Fig. 1: routed clock nets over the placement
The bar under the picture is 50 um long.
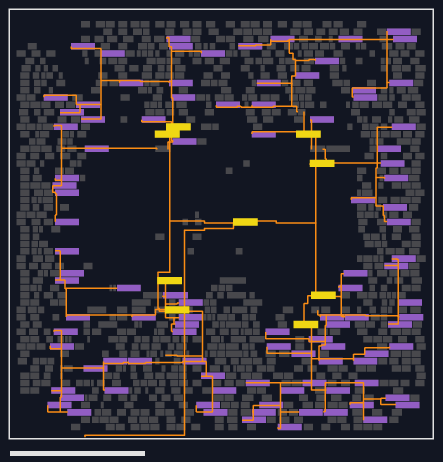
Fig. 2: placed standard cells
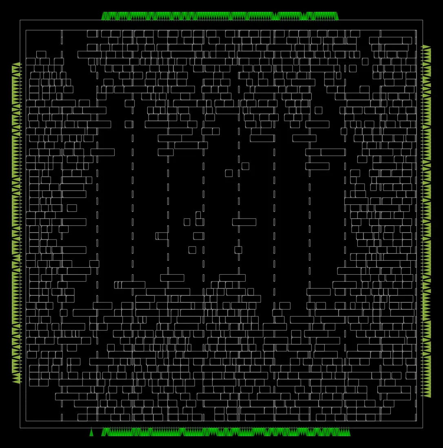
Fig. 3: floorplan with the power grid
The bar under the picture is 50 um long. Pins as bars on the die edge.
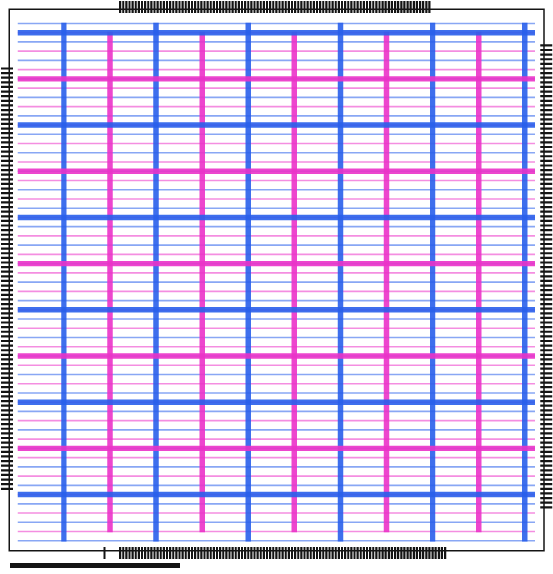
Fig. 4: signal wires by layer
Only two layers are drawn.
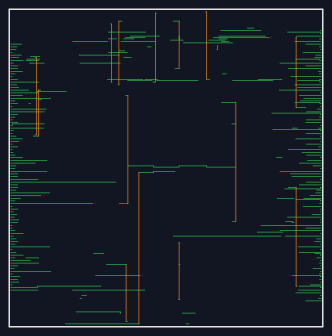
Fig. 5: cells coloured by class
The bar under the picture is 50 um long.
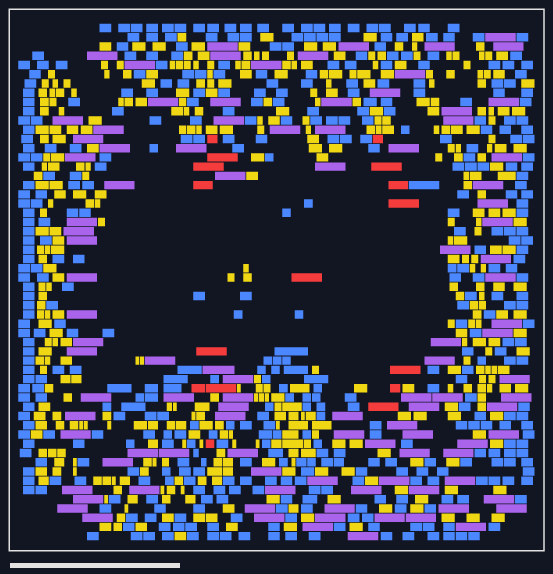
[src/rtl/add_op_arbiter.sv]
// add_op_arbiter
//   Shares one external combinational adder between NUM_REQUESTERS requesters.
//   A round-robin arbiter accepts one request at a time. The winner's operands
//   are registered and drive the adder. The sum is registered and returned on a
//   single response channel, tagged with the index of the requester that owns it.
//
// Ports
//   clk, rst_n          clock; asynchronous active-low reset
//   req_valid/req_ready per-requester handshake (req_ready is one-hot or zero)
//   req_lhs/req_rhs     packed operands, requester i at [i*OPERAND_WIDTH +: OPERAND_WIDTH]
//   add_lhs/add_rhs     registered operands sent to the adder
//   add_result          combinational sum returned by the adder
//   rsp_valid/rsp_ready response handshake; rsp_id and rsp_result are held until accepted
//   busy                high while an operation is in flight
//
// state | meaning
// ------+------------------------------------------------------------
// IDLE  | waiting for a request; arbitrates and accepts the winner
// EXEC  | adder evaluating the captured operands; sum is registered
// RESP  | response presented, held until rsp_ready
module add_op_arbiter #(
  parameter int OPERAND_WIDTH  = 32,
  parameter int NUM_REQUESTERS = 4,
  parameter int ID_WIDTH       = $clog2(NUM_REQUESTERS)
) (
  input  logic                                    clk,
  input  logic                                    rst_n,
  input  logic [NUM_REQUESTERS-1:0]               req_valid,
  output logic [NUM_REQUESTERS-1:0]               req_ready,
  input  logic [NUM_REQUESTERS*OPERAND_WIDTH-1:0] req_lhs,
  input  logic [NUM_REQUESTERS*OPERAND_WIDTH-1:0] req_rhs,
  output logic [OPERAND_WIDTH-1:0]                add_lhs,
  output logic [OPERAND_WIDTH-1:0]                add_rhs,
  input  logic [OPERAND_WIDTH-1:0]                add_result,
  output logic                                    rsp_valid,
  input  logic                                    rsp_ready,
  output logic [ID_WIDTH-1:0]                     rsp_id,
  output logic [OPERAND_WIDTH-1:0]                rsp_result,
  output logic                                    busy
);

  typedef enum logic [1:0] {
    ST_IDLE = 2'd0,
    ST_EXEC = 2'd1,
    ST_RESP = 2'd2
  } state_e;

  state_e                   state_q, state_d;
  logic [ID_WIDTH-1:0]      rr_ptr_q, rr_ptr_d;
  logic [ID_WIDTH-1:0]      grant_id_q, grant_id_d;
  logic [OPERAND_WIDTH-1:0] lhs_q, lhs_d;
  logic [OPERAND_WIDTH-1:0] rhs_q, rhs_d;
  logic [OPERAND_WIDTH-1:0] result_q, result_d;

  logic [ID_WIDTH-1:0]      cand;
  logic [ID_WIDTH-1:0]      winner;
  logic                     found;
  logic [OPERAND_WIDTH-1:0] win_lhs, win_rhs;
  logic [ID_WIDTH-1:0]      next_ptr;

  // Search starting at rr_ptr, wrapping at NUM_REQUESTERS-1 back to 0.
  always_comb begin
    cand   = '0;
    winner = '0;
    found  = 1'b0;
    for (int k = 0; k < NUM_REQUESTERS; k++) begin
      cand = ID_WIDTH'((int'(rr_ptr_q) + k) % NUM_REQUESTERS);
      if (!found && req_valid[cand]) begin
        found  = 1'b1;
        winner = cand;
      end
    end
  end

  always_comb begin
    win_lhs = '0;
    win_rhs = '0;
    for (int i = 0; i < NUM_REQUESTERS; i++) begin
      if (winner == ID_WIDTH'(i)) begin
        win_lhs = req_lhs[i*OPERAND_WIDTH +: OPERAND_WIDTH];
        win_rhs = req_rhs[i*OPERAND_WIDTH +: OPERAND_WIDTH];
      end
    end
  end

  assign next_ptr = (grant_id_q == ID_WIDTH'(NUM_REQUESTERS - 1)) ? '0 : grant_id_q + 1'b1;

  always_comb begin
    state_d    = state_q;
    rr_ptr_d   = rr_ptr_q;
    grant_id_d = grant_id_q;
    lhs_d      = lhs_q;
    rhs_d      = rhs_q;
    result_d   = result_q;
    req_ready  = '0;
    unique case (state_q)
      ST_IDLE: begin
        if (found) begin
          // Gated by rst_n so no requester sees an accept while reset is held.
          req_ready[winner] = rst_n;
          grant_id_d        = winner;
          lhs_d             = win_lhs;
          rhs_d             = win_rhs;
          state_d           = ST_EXEC;
        end
      end
      ST_EXEC: begin
        result_d = add_result;
        state_d  = ST_RESP;
      end
      ST_RESP: begin
        if (rsp_ready) begin
          rr_ptr_d = next_ptr;
          state_d  = ST_IDLE;
        end
      end
      default: state_d = ST_IDLE;
    endcase
  end

  always_ff @(posedge clk or negedge rst_n) begin
    if (!rst_n) begin
      state_q    <= ST_IDLE;
      rr_ptr_q   <= '0;
      grant_id_q <= '0;
      lhs_q      <= '0;
      rhs_q      <= '0;
      result_q   <= '0;
    end else begin
      state_q    <= state_d;
      rr_ptr_q   <= rr_ptr_d;
      grant_id_q <= grant_id_d;
      lhs_q      <= lhs_d;
      rhs_q      <= rhs_d;
      result_q   <= result_d;
    end
  end

  assign add_lhs    = lhs_q;
  assign add_rhs    = rhs_q;
  assign rsp_valid  = (state_q == ST_RESP);
  assign rsp_id     = grant_id_q;
  assign rsp_result = result_q;
  assign busy       = (state_q != ST_IDLE);

endmodule

[config.mk]
export PLATFORM = sky130hd
export DESIGN_NAME = add_op_arbiter
export DESIGN_NICKNAME = d
export VERILOG_FILES = /design/src/rtl/add_op_arbiter.sv
export SDC_FILE = /design/constraint.sdc
export NUM_CORES = 1
export LEC_CHECK = 0
export CAP_MARGIN = 40
export CORE_AREA = 2 2 155 157
export CTS_CLUSTER_SIZE = 25
export DETAILED_ROUTE_END_ITERATION = 8
export DIE_AREA = 0 0 157 159
export PLACE_DENSITY = 0.71
export SYNTH_ARGS = -nofsm -noshare
export SYNTH_HDL_FRONTEND = slang
export SYNTH_SLANG_ARGS = --single-unit
[constraint.sdc]
create_clock -name clk -period 2.24 [get_ports clk]
set_input_delay 0.448 -clock clk [delete_from_list [all_inputs] [get_ports clk]]
set_output_delay 0.448 -clock clk [all_outputs]
set_load 0.01 [all_outputs]
==> summary.txt <==
This note records the results obtained with Yosys and OpenROAD.

GRT
The initial antenna violation count is 0. The overall routing resource usage is a little over a fifth. The remaining global-route overflow is 0. The number of global-route vias before repair was 6,989.

Route
After detailed routing, the number of vias per cell comes to 5.23. The first detailed-routing pass took 4 iterations. The remaining number of nets flagged by the antenna check after routing is 0. The iteration-0 DRC count of the detailed router is between 400 and 500.

Yosys
In the synthesized netlist, the cells that appear most often are 102 x sky130_fd_sc_hd__dfrtp_1, 84 x sky130_fd_sc_hd__mux2_2, 54 x sky130_fd_sc_hd__a21oi_1. Of the synthesized area, sequential elements account for 42.7%. Per the synth stats, the proportion of register bits with asynchronous set or reset is 100%.

Setup path
For flop-to-flop paths, the worst setup slack is 0.10 ns. Per the timing report, the biggest fanout along the worst path comes to 5. STA puts the critical path data required time at 1.79 ns.

The kind of launch point of the worst setup path is a register. The report puts the cell count of the worst reg-to-reg path at 7. For the worst reg-to-reg path, the endpoint reported by OpenROAD is add_lhs[10]$_DFFE_PN0P_. The worst reg2reg path startpoint is rr_ptr_q[1]$_DFFE_PN0P_.

Clock tree
The clock-pin slew on the worst setup and hold paths is 0.08 ns. The cell at the root of the clock tree is sky130_fd_sc_hd__clkbuf_16. The number of gates resized after CTS was 28. Clock latency on the worst-skew pair, taken at its later pin, is between 0.3 and 0.4 ns. The longest clock path from root to sink contains 2 buffers. The post-CTS hold buffer count recorded in the log is 1. Looking at the post-CTS report, the setup buffer insertion count equals 4.

Die
The number of primary I/O pins is 399.

Run status
The run finished with clean final reports.

Final timing
The final timing summary puts the cycle share of the worst path at 98.7%. Setup repair after global routing could not meet its margin everywhere. Max-slew check failures listed in the final report amount to 0. The final hold violation count recorded for this run is 0. The transition time at the pin with the least slew margin is 0.688 ns.

Power
The highest supply drop recorded on VDD is 0.000479 V.

Layout
The signed area change from the synthesized netlist to the final layout is 84.1%. The fraction of layout cells with a size suffix above 1 is about a fifth.

Run
The tool flagged a number of max-cap violations equal to 0. Summing over the stages, the warning tally comes to 28.
-- Fig. 1 (at the start) --
[cells driving clock nets] yellow | count: 9
[flip-flops] purple | count: 102
[clock wires] orange | length: 1,600 um
routed clock nets	10
final clock skew: 0.0132 ns
reported clock group power: 1.64 mW

-- Fig. 2 (at the start) --
Util after Layout: 47.5%
final cell count without fillers: 1,284
number of cell rows: 56
number of well-tap cells placed: 319

-- Fig. 3 (at the start) --
net	colour
VSS	blue
VDD	magenta
met5 straps	11
rows	56
met4 straps	11
signal pins	399
met1 rails	57
Horiz. Die Dim: 157 um
die height: 159 um
placeable core area: 0.0232 mm^2

-- Fig. 4 (at the start) --
layer	colour	wire length
met3	green	2,150 um
met4	orange	548 um
via count: 6,720
aggregate routed wire length: 27.3 mm

-- Fig. 5 (at the start) --
class	colour	cells
other buffers and delay cells	blue	451
clock drivers and dummy loads	red	16
all other logic	yellow	395
flops	purple	102
post-route cell area: 0.0110 mm^2
fraction of standard cell area that is sequential: 23.2%

## metal layers
metal | part of all wire, % | vias to the layer above | track usage, %
li1 | - | 3051 | -
met1 | 40 | 3302 | 25.2
met2 | 50 | 335 | 36.6
met3 | 7.9 | 32 | 4.63
met4 | 2.0 | 0 | 6.80
met5 | 0 | - | 0
## through the flow
stage / area, um^2 / setup slack, ns / power (mW) / instances
after detailed placement: 10500 / -0.571 / 10.9 / 1259
after global placement: 10500 / -0.543 / 10.8 / 1259
final: 11000 / 0.0297 / 12.8 / 1284
after floorplan: 5980 / 0.110 / 7.02 / 567
after CTS: 10900 / -0.00993 / 12.7 / 1280
after global routing: 11000 / -0.0493 / 13.6 / 1283
## power breakdown
group / switching [mW] / total (mW) / internal (mW)
combinational: 3.58 / 7.83 / 4.26
clock: 0.846 / 1.64 / 0.794
sequential: 0.525 / 3.31 / 2.78
## worst max-delay path: stages (launching register included)
cell,delay [ns]
sky130_fd_sc_hd__dfrtp_2,0.45
sky130_fd_sc_hd__buf_4,0.15
sky130_fd_sc_hd__nor3b_2,0.16
sky130_fd_sc_hd__a21oi_2,0.08
sky130_fd_sc_hd__a21oi_4,0.17
sky130_fd_sc_hd__nand3_2,0.11
sky130_fd_sc_hd__nor2_2,0.16
sky130_fd_sc_hd__buf_6,0.13
## cells by family (layout without fill, tap and decap cells)
group / Yosys count / after routing / share of synthesized area (%)
muxes: 97 / 97 / 18.0
DFF: 102 / 102 / 42.7
adders and majority gates: 1 / 1 / 0.209
AOI/OAI and AO/OA: 203 / 203 / 25.5
and+or+nand+nor: 92 / 92 / 8.62
other: 0 / 1 / 0
buffers and inverters: 72 / 469 / 4.96
## worst max path at each step
stage	to	slack (ns)	cells past startpoint
after floorplan	req_ready[2]	0.11	7
after global placement	req_ready[3]	-0.54	6
after detailed placement	req_ready[3]	-0.57	6
after CTS	req_ready[2]	-0.01	7
after global routing	req_ready[3]	-0.05	7
final	req_ready[3]	0.03	7
## placed cells by master (no fill, tap or decap), drive strengths merged
| master | count |
|---|---|
| a211o | 1 |
| a211oi | 26 |
| a21o | 2 |
| a21oi | 54 |
| a221o | 51 |
| buf | 56 |
| clkbuf | 10 |
| clkdlybuf4s50 | 389 |
| clkinv | 3 |
| clkinvlp | 1 |
| dfrtp | 102 |
| diode | 1 |
| dlygate4sd2 | 2 |
| dlygate4sd3 | 1 |
| dlymetal6s2s | 2 |
| ha | 1 |
| inv | 5 |
| mux2 | 84 |
| mux2i | 13 |
| nand2 | 6 |
| nand2b | 4 |
| nand3 | 2 |
| nand3b | 1 |
| nand4 | 51 |
| nor2 | 22 |
| nor2b | 1 |
| nor3 | 1 |
| nor3b | 1 |
| o21a | 1 |
| o21ai | 3 |
| o31a | 13 |
| o31ai | 52 |
| or2 | 3 |
## cell type report
cell class | count | area (um^2)
inverters | 2 | 7.51
multi-input cells | 393 | 3230
clock inverters | 7 | 77.6
fillers | 2186 | 12200
well taps | 319 | 399
repair buffers | 451 | 4510
flip-flops and latches | 102 | 2550
diodes | 1 | 2.50
clock buffers | 9 | 225
## state kept, by name, summed over array words and instances, names as in the netlist
name / flops
rsp_result: 32
add_rhs: 32
state_q: 2
rr_ptr_q: 2
add_lhs: 32
rsp_id: 2
Power figures rest on the tool's default switching activity, not on a simulated workload.
